File: src/rtl/mem_arbiter.sv
// Two-requester (instruction/data) memory arbiter with a single outstanding transaction.
// Optional round-robin arbitration via MEM_ARBITER_ROUND_ROBIN_EN; default is fixed d-priority.
module mem_arbiter #(
    parameter logic [31:0] ADDR_LEFT  = 32'h0000_0000,
    parameter logic [31:0] ADDR_RIGHT = 32'h0000_FFFF
) (
    input  logic        clk,
    input  logic        reset,

    input  logic        i_valid,
    output logic        i_ready,
    input  logic [31:0] i_addr,
    input  logic        i_wen,
    input  logic [31:0] i_wdata,
    input  logic [3:0]  i_wmask,
    output logic        i_rvalid,
    output logic [31:0] i_rdata,
    output logic        i_error,

    input  logic        d_valid,
    output logic        d_ready,
    input  logic [31:0] d_addr,
    input  logic        d_wen,
    input  logic [31:0] d_wdata,
    input  logic [3:0]  d_wmask,
    output logic        d_rvalid,
    output logic [31:0] d_rdata,
    output logic        d_error,

    output logic        mem_valid,
    input  logic        mem_ready,
    output logic [31:0] mem_addr,
    output logic        mem_wen,
    output logic [31:0] mem_wdata,
    output logic [3:0]  mem_wmask,
    input  logic        mem_rvalid,
    input  logic [31:0] mem_rdata
);

    typedef enum logic [1:0] {IDLE, REQ, RESP, ERR} state_t;

    state_t      state;
    logic        owner_d;
    logic        rsp_valid;
    logic        rsp_error;
    logic [31:0] rsp_data;

    logic        d_wins;
    logic        grant_d;
    logic        grant_i;
    logic        accept;
    logic        fault;
    logic [31:0] sel_addr;
    logic        sel_wen;
    logic [31:0] sel_wdata;
    logic [3:0]  sel_wmask;

`ifdef MEM_ARBITER_ROUND_ROBIN_EN
    logic last_d;
    assign d_wins = !last_d;
`else
    assign d_wins = 1'b1;
`endif

    assign grant_d = d_valid && (!i_valid || d_wins);
    assign grant_i = i_valid && !grant_d;
    assign accept  = (state == IDLE) && !reset && (i_valid || d_valid);
    assign i_ready = (state == IDLE) && !reset && grant_i;
    assign d_ready = (state == IDLE) && !reset && grant_d;

    assign sel_addr  = grant_d ? d_addr  : i_addr;
    assign sel_wen   = grant_d ? d_wen   : i_wen;
    assign sel_wdata = grant_d ? d_wdata : i_wdata;
    assign sel_wmask = grant_d ? d_wmask : i_wmask;

    // Offset compare covers both inclusive bounds without a constant-zero comparison
    assign fault = (sel_addr[1:0] != 2'b00)
                || ((sel_addr - ADDR_LEFT) > (ADDR_RIGHT - ADDR_LEFT));

    assign i_rvalid = rsp_valid && !owner_d;
    assign d_rvalid = rsp_valid && owner_d;
    assign i_error  = rsp_error && !owner_d;
    assign d_error  = rsp_error && owner_d;
    assign i_rdata  = i_rvalid ? rsp_data : 32'h0;
    assign d_rdata  = d_rvalid ? rsp_data : 32'h0;

    always_ff @(posedge clk) begin
        if (reset) begin
            state     <= IDLE;
            owner_d   <= 1'b0;
            rsp_valid <= 1'b0;
            rsp_error <= 1'b0;
            rsp_data  <= 32'h0;
            mem_valid <= 1'b0;
            mem_addr  <= 32'h0;
            mem_wen   <= 1'b0;
            mem_wdata <= 32'h0;
            mem_wmask <= 4'h0;
`ifdef MEM_ARBITER_ROUND_ROBIN_EN
            last_d    <= 1'b0;
`endif
        end else begin
            rsp_valid <= 1'b0;
            rsp_error <= 1'b0;
            rsp_data  <= 32'h0;
            case (state)
                IDLE: begin
                    if (accept) begin
                        owner_d <= grant_d;
`ifdef MEM_ARBITER_ROUND_ROBIN_EN
                        last_d  <= grant_d;
`endif
                        if (fault) begin
                            // Error response is presented during the ERR cycle itself
                            state     <= ERR;
                            rsp_valid <= 1'b1;
                            rsp_error <= 1'b1;
                        end else begin
                            state     <= REQ;
                            mem_valid <= 1'b1;
                            mem_addr  <= sel_addr;
                            mem_wen   <= sel_wen;
                            mem_wdata <= sel_wdata;
                            mem_wmask <= sel_wmask;
                        end
                    end
                end
                REQ: begin
                    if (mem_ready) begin
                        mem_valid <= 1'b0;
                        state     <= RESP;
                    end
                end
                RESP: begin
                    if (mem_rvalid) begin
                        rsp_valid <= 1'b1;
                        rsp_data  <= mem_rdata;
                        state     <= IDLE;
                    end
                end
                ERR: begin
                    state <= IDLE;
                end
                default: begin
                    state <= IDLE;
                end
            endcase
        end
    end

endmodule

File: config.mk
export PLATFORM = sky130hd
export DESIGN_NAME = mem_arbiter
export DESIGN_NICKNAME = d
export VERILOG_FILES = /design/src/rtl/mem_arbiter.sv
export SDC_FILE = /design/constraint.sdc
export NUM_CORES = 1
export LEC_CHECK = 0
export CAP_MARGIN = 20
export CELL_PAD_IN_SITES_DETAIL_PLACEMENT = 0
export CELL_PAD_IN_SITES_GLOBAL_PLACEMENT = 1
export CORE_MARGIN = 2
export CORE_UTILIZATION = 26
export DETAILED_ROUTE_END_ITERATION = 12
export GPL_TIMING_DRIVEN = 0
export PLACE_DENSITY = 0.82
export SLEW_MARGIN = 20
export SYNTH_ARGS = -nofsm -noshare
export SYNTH_HDL_FRONTEND = slang
export SYNTH_SLANG_ARGS = --single-unit
File: constraint.sdc
create_clock -name clk -period 3.5 [get_ports clk]
set_clock_uncertainty 0.05 [all_clocks]
set_input_delay 0.35 -clock clk [delete_from_list [all_inputs] [get_ports clk]]
set_output_delay 0.35 -clock clk [all_outputs]
set_load 0.1 [all_outputs]
Fig. 1: run 1, sizing map
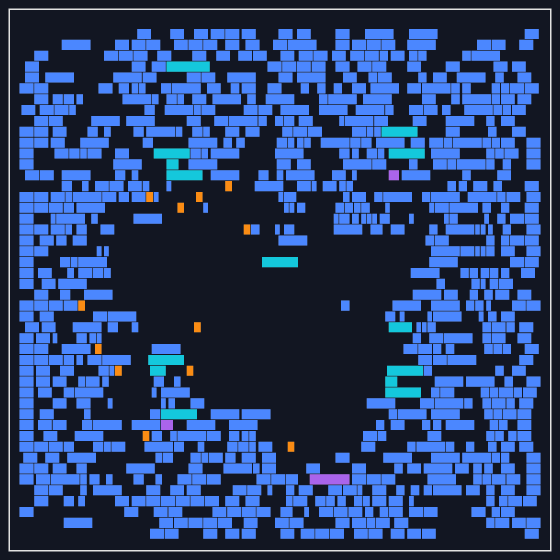
legend:
  blue:
    size: _0 and _1 cells
    cells: 766
  purple:
    size: _3 and _4 cells
    cells: 3
  orange:
    size: _2 cells
    cells: 12
  cyan:
    size: _6 and larger
    cells: 14
post-route cell area: 8210 um^2
final worst slack: 202 ps

Fig. 2: run 1, M3 wires
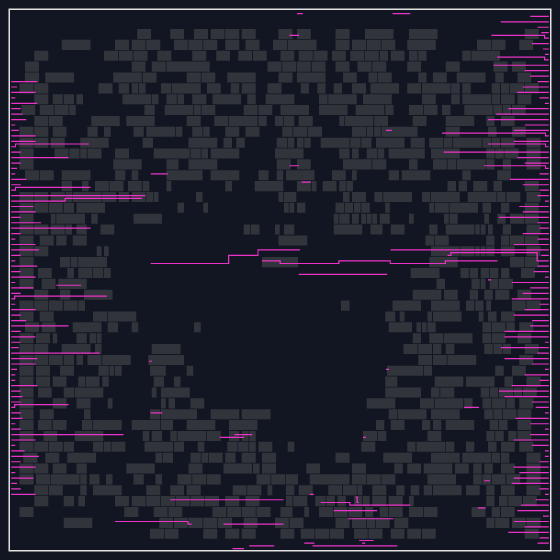
longest straight run: 39.3 um
nets with wire on the layer: 196
wire length on this layer: 1430 um
share of all routed wire: 8.8%

Fig. 3: run 1, clock distribution
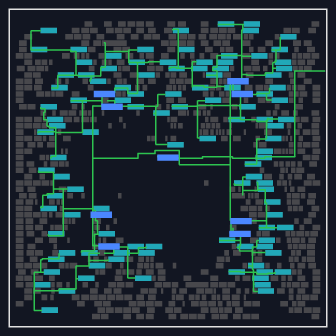
legend:
  green:
    item: clock wires
    length: 1290 um
  cyan:
    item: flip-flops
    count: 107
  blue:
    item: clock drivers
    count: 9
flops lie: spread over the die
routed clock nets: 10
clock insertion delay at the later pin of the skew report: 340 ps
clock-net power: 1060 uW
Clock power frac: 38.6%

==> summary.txt, run 1 <==
flow finished, numbers: Comb gate area approximately 2100 um^2, gr ovfl total 0, ant diodes 0, Psw ~710 uW, Worst-path clk slew roughly 70 ps, max cap viols 0, Synth Net Count about 640, area share of xor/xnor cells in the synthesized design 0%, starting density of the core a little over a quarter, multiplexer share of the synthesized area between 10% and 20%, Max Transition Viols Final 0, number of fillers in the final layout 1510, dominant logic cell type in the layout clkdlybuf4s50_1, worst-margin pin slew around 1000 ps, Critical Path RT 3100 ps, sequential cell area fraction in the yosys report 47.8%, most numerous logic cells after layout clkdlybuf4s50_1, dfxtp_1, and3_1, and2_1, a21oi_1, CTS Sinks between 100 and 150, Sequential Area roughly 2100 um^2, Synth flops 107, gr usage total between 15 and 20%, DR WL/cell 16.1 um, Post-synth area hogs dfxtp_1, mux2i_1, and3_1, main kind of combinational logic by area simple AND/OR/NAND/NOR gates, initial antenna violation count 0, worst hold start mem_addr[27]$_SDFFE_PP0P_, Ys Warns 0, Root Buffer clkbuf_16, RSZ-0062 raised after global routing no, # H-tree levels 3, ys flop type dfxtp_1, # setup viols final 0, Unique cell types 24, DRT antenna net count 0, DRC 0, Routed WL 16.3 mm, Area Growth Syn to Fin 83.4%, Worst VDD drop roughly 220 uV, Post-CTS Setup Inserts 0, Die Ht 135 um, OpenROAD warning count 26, DR vias approximately 4700, Avg Inst Size Synth 9.63 um^2, die width between 100 and 150 um, CTS resizes 0, DR iter-0 viols 125, r2r setup slk between 1000 and 1500 ps, Setup crit start d_valid, final hold vios 0, cts hold-fix bufs 0, combinational power share 16.3%, P_int 2040 uW, worst r2r src state[0]$_SDFFE_PP0P_, Final min period 3300 ps, first-pass GRT wire length 25.3 mm, dpl ws around 110 ps, Worst R2R Path Depth 6, yosys cell count 465, gp weighted congestion 0.869, sequential power share approximately 45%, Post-Synth Adder-Cell Area 0%, Synth area leader dfxtp_1, Setup TNS Final 0 ps, Num CTS Buffers 9, critical path data arrival time around 2900 ps, Max Root-Sink Buffers 2, endpoint class of the critical path primary output, element type at the critical path start input pin, FMAX ~300 MHz, Final period util between 90 and 100%, outcome finished clean, critical path fanouts, max 10, Hold Path End mem_addr[27]$_SDFFE_PP0P_, layout cells sized above 1 approximately 3.6%, vias in the first global route 4845, Yosys top cell area share a little under half, FP Rows around 47, LEAKAGE ~0.0032 uW, largest net degree at the start of global routing 21, pwr dens roughly 330 nW/um^2, TritonCTS clock tree built, Hold Slack 412 ps, ys async rst share 0%, AND/OR/NAND/NOR Cells, Area Fraction between 10% and 20%, Final nets about 970, Cell Area, Synth approximately 4500 um^2, IO buf count roughly 310, post-synthesis cell count between 400 and 500, First-pass DRT Iterations 4, I/O pins approximately 320, YS chip area roughly 4500 um^2, Hold WC Path Type flop to flop, die area 18300 um^2
==> run 1: Yosys cell counts, types with 2 or more instances <==
cell type and number:
buf_2 12, dfxtp_1 107, mux2i_1 51, nor3_1 2, a22oi_1 2, buf_1 2, a211oi_1 51, inv_1 2
clkbuf_1 33, nor4b_1 2, nand2_1 2, nor2_1 5, and3_1 64, nor4_1 7, nor2b_1 5, and2_1 55
a21oi_1 55, o21a_1 2
==> run 1: worst max-delay path, stage by stage <==
cell             delay, ps
clkbuf_1               260
buf_2                  350
buf_1                  540
and2_1                 230
clkdlybuf4s50_1       1160
==> run 1: worst max path at each step <==
stage	depth (start not counted)	to	slack [ps]
floorplan	4	i_rdata[22]	560
global placement	5	d_ready	120
detailed placement	5	d_ready	110
CTS	5	d_ready	100
global route	5	i_rdata[28]	30
finish	5	d_ready	200
==> run 1: cells by family (layout without fill, tap and decap cells) <==
kind of cell,after synthesis,count (layout)
multiplexers,51,51
buffers and inverters,49,379
AND/OR/NAND/NOR,144,144
flip-flops,107,107
AND-OR/OR-AND,114,114
==> run 1: flip-flops by register name (all words and copies together), names as in the netlist <==
| register | cells |
|---|---|
| mem_wen | 1 |
| state | 2 |
| mem_wdata | 32 |
| mem_valid | 1 |
| owner_d | 1 |
| rsp_data | 32 |
| mem_addr | 32 |
| rsp_error | 1 |
| rsp_valid | 1 |
| mem_wmask | 4 |
==> run 1: per-stage QoR <==
step / std cells / utilization (%) / cell area, um^2 / total power [uW]
after floorplan: 465 / - / 4480 / 1460
after global placement: 999 / 47.3 / 7900 / 1710
after detailed placement: 999 / 47.3 / 7900 / 1720
after CTS: 1015 / 49.2 / 8210 / 2790
after global routing: 1015 / 49.2 / 8210 / 2860
final: 1015 / 49.2 / 8210 / 2750
==> run 1: metal layers <==
metal / global-route usage (%) / vias to the layer above / part of all wire [%]
li1: - / 2327 / -
met1: 19.4 / 2118 / 39
met2: 31.9 / 222 / 50
met3: 5.01 / 23 / 8.8
met4: 6.31 / 0 / 2.3
met5: 0 / - / 0
==> run 1: layout make-up <==
cell class,instances,share of cell area [%]
timing repair buffer,314,38.3
sequential,107,26.1
multi-input combinational,309,26.0
tap,220,3.35
clock buffer,9,2.74
buffer,47,2.33
clock inverter,7,1.11
inverter,2,0.0914
==> run 1: power by group through the flow <==
stage	registers (uW)	clock network [uW]	logic [uW]
2_1_floorplan	1270	0	190
3_3_place_gp	1270	0	445
3_5_place_dp	1270	0	451
4_1_cts	1240	1090	454
5_1_grt	1240	1140	486
6_report	1240	1060	448
Fig. 4: run 1, routing congestion map
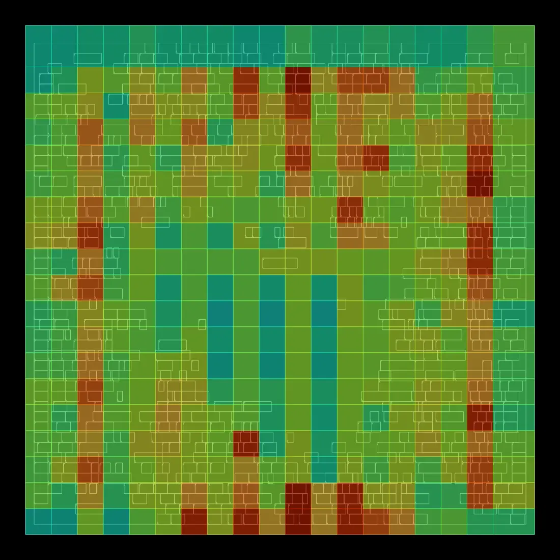

==> run 2: changes to the inputs <==
Settings changed: CELL_PAD_IN_SITES_DETAIL_PLACEMENT 0 to 1, PLACE_DENSITY 0.82 to 0.87.
Fig. 5: run 2, routing congestion map
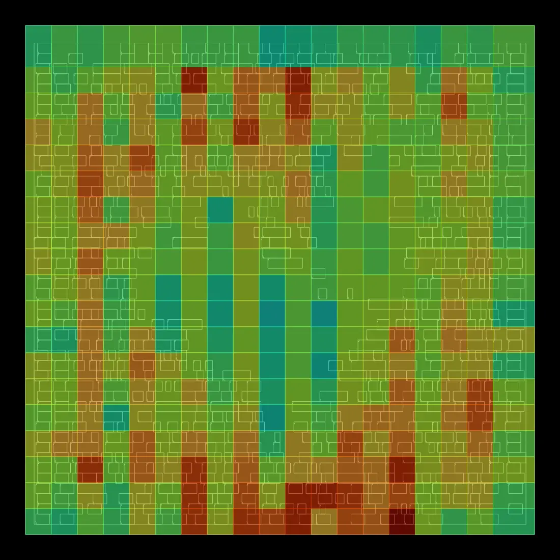
Global Route met2 Usage: 36.3%
DR WL/cell: 18.0 um
gr usage total: 20.1%

==> run 2 against run 1 <==
Sequential power about the same. Non-clock buffer count stayed put. Critical path depth stayed put. Fmax is 0.21% higher. Core utilization up 0.31 points. Register-to-register slack worse by 90 ps. Final cell count did not move. Clock power about the same.
==> summary.txt, run 2 <==
flow finished, numbers: critical path fanouts, max 10, RSZ-0062 raised after global routing no, DRC 0, FP Rows ~47, clock insertion delay at the later pin of the skew report 340 ps, Max Root-Sink Buffers 2, Ys Warns 0, Hold WC Path Type flop to flop, Worst VDD drop roughly 270 uV, Post-Place Cells roughly 1000, Post-synth area hogs dfxtp_1, mux2i_1, and3_1, First-pass DRT Iterations 4, worst-margin pin slew around 1100 ps, Core Area 16700 um^2, sequential cell area fraction in the yosys report between 40 and 50%, cts hold-fix bufs 0, Hold Slack just over 400 ps, AND/OR/NAND/NOR Cells, Area Fraction between 15 and 20%, starting density of the core between 20 and 30%, Largest regs mem_addr x32, mem_wdata x32, rsp_data x32, grt met1 use 21.5%, I/O pins ~320, sequential power share around 45%, DRT antenna net count 0, yosys aoi share between 10% and 20%, post-route cell area 8260 um^2, # setup viols final 0, IO buf count between 300 and 400, Switching Share between 20% and 30%, Synth flops roughly 110, Area Growth Syn to Fin 84.6%, pwr dens between 300 and 400 nW/um^2, LEAKAGE 0.00370 uW, DPL Wire Length between 10 and 15 mm, vias in the first global route roughly 5200, FMAX 304 MHz, Post-CTS Setup Inserts 0, most numerous logic cells after layout clkdlybuf4s50_1, dfxtp_1, and3_1, and2_1, a21oi_1, main kind of combinational logic by area simple AND/OR/NAND/NOR gates, Synth Net Count between 600 and 700, Post-Layout Cell Count ~1000, Synth area leader dfxtp_1, element type at the critical path start input pin, # H-tree levels 3, YS chip area roughly 4500 um^2, endpoint class of the critical path primary output, TritonCTS clock tree built, Num CTS Buffers 9, Critical Path RT approximately 3100 ps, DR iter-0 viols between 100 and 150, flip-flops with a built-in enable 0, die area about 18000 um^2, Final nets about 970, synth cell count leaders dfxtp_1, and3_1, a21oi_1, and2_1, max_slew headroom between 20% and 30%, yosys cell count 465, Psw 712 uW, Routed WL around 18 mm, Avg Inst Size Synth roughly 9.6 um^2, post-placement cell area between 7000 and 8000 um^2, Clock power frac a little under two fifths, OpenROAD warning count 26, met3 Usage GRT under 10%, combinational power share between 10% and 20%, Setup TNS Final 0 ps, Die Ht about 140 um, P_int approximately 2000 uW, Cell Area, Synth about 4500 um^2, multiplexer share of the synthesized area between 10% and 20%, Max Transition Viols Final 0, total power ~2800 uW, Yosys top cell area share between 40% and 50%, Yosys top cell by instances dfxtp_1, Post-Synth Adder-Cell Area 0%, Final min period between 3000 and 4000 ps, Root Buffer clkbuf_16, largest net degree at the start of global routing 20, initial antenna violation count 1, Worst-path clk slew roughly 70 ps, ant diodes 0, final hold vios 0, ys async rst share 0%, die width between 100 and 150 um, layout cells sized above 1 between 3 and 4%, max cap viols 0, Vias/cell roughly 4.7, Unique cell types 24, critical path class input pin to primary output, gp weighted congestion between 0.7 and 0.8, post-synthesis cell count between 400 and 500, first-pass GRT wire length around 28 mm, dominant logic cell type in the layout clkdlybuf4s50_1, outcome finished clean, DR vias between 4000 and 5000, CTS resizes 0, Final period util between 90% and 100%, area share of xor/xnor cells in the synthesized design 0%, Most Crowded Layer GR met2, critical path data arrival time between 2000 and 3000 ps, gr ovfl total 0, ys flop type dfxtp_1, CTS Sinks roughly 110
Fig. 6: run 2, sizing map
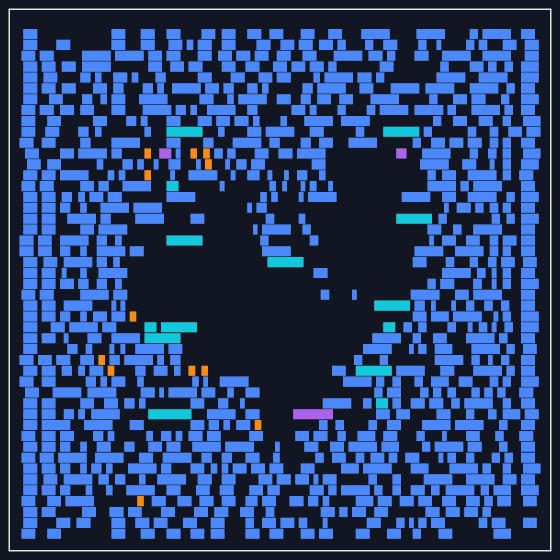
legend:
  purple:
    size: _3 and _4 cells
    cells: 3
  orange:
    size: _2 cells
    cells: 12
  blue:
    size: _0 and _1 cells
    cells: 766
  cyan:
    size: _6 and larger
    cells: 14

## run 2: cell counts after synthesis
No cell type changed its count.
## run 2: cell type report
| class | count | area, um^2 |
|---|---|---|
| flip-flops and latches | 107 | 2140 |
| multi-input cells | 309 | 2140 |
| fillers | 1899 | 8440 |
| plain buffers | 47 | 191 |
| well taps | 220 | 275 |
| clock inverters | 7 | 81.3 |
| clock buffers | 9 | 225 |
| repair buffers | 314 | 3210 |
| inverters | 2 | 7.51 |
## run 2: final timing paths
path / start / to / slack [ps] / cells past startpoint
hold reg to reg: mem_addr[30]$_SDFFE_PP0P_ / mem_addr[30]$_SDFFE_PP0P_ / 410 / 1
setup reg to reg: state[1]$_SDFFE_PP0P_ / mem_wdata[28]$_SDFFE_PP0P_ / 1130 / 6
hold / removal: mem_addr[30]$_SDFFE_PP0P_ / mem_addr[30]$_SDFFE_PP0P_ / 410 / 1
setup / recovery: d_valid / d_ready / 210 / 5
## run 2: worst max-delay path, cell delays in order
cell             delay [ps]
clkbuf_1                280
buf_2                   360
buf_1                   510
and2_1                  220
clkdlybuf4s50_1        1160
## run 2: routing by layer
metal,share of wire (%),wire length [um],vias up
li1,-,-,2328
met1,38,7000,2193
met2,50,9160,225
met3,8.6,1580,39
met4,2.9,532,2
met5,0.071,13,-
## run 2: power by group through the flow
stage / combinational (uW) / clock (uW) / sequential (uW)
after CTS: 464 / 1090 / 1240
after global routing: 498 / 1140 / 1240
final: 459 / 1050 / 1240
after detailed placement: 463 / 0 / 1270
after floorplan: 190 / 0 / 1270
after global placement: 454 / 0 / 1270
## run 2: kinds of logic (layout without fill, tap and decap cells)
kind of cell           Yosys count  in the layout
multiplexers                    51             51
buffers and inverters           49            379
flip-flops                     107            107
AND-OR/OR-AND                  114            114
AND/OR/NAND/NOR                144            144
## run 2: stage by stage
step	utilization, %	worst slack (ps)
floorplan	-	558
global placement	47.3	156
detailed placement	47.3	158
CTS	49.1	80.9
global route	49.5	0.757
finish	49.5	208
Power is estimated from default activity; no workload was simulated.
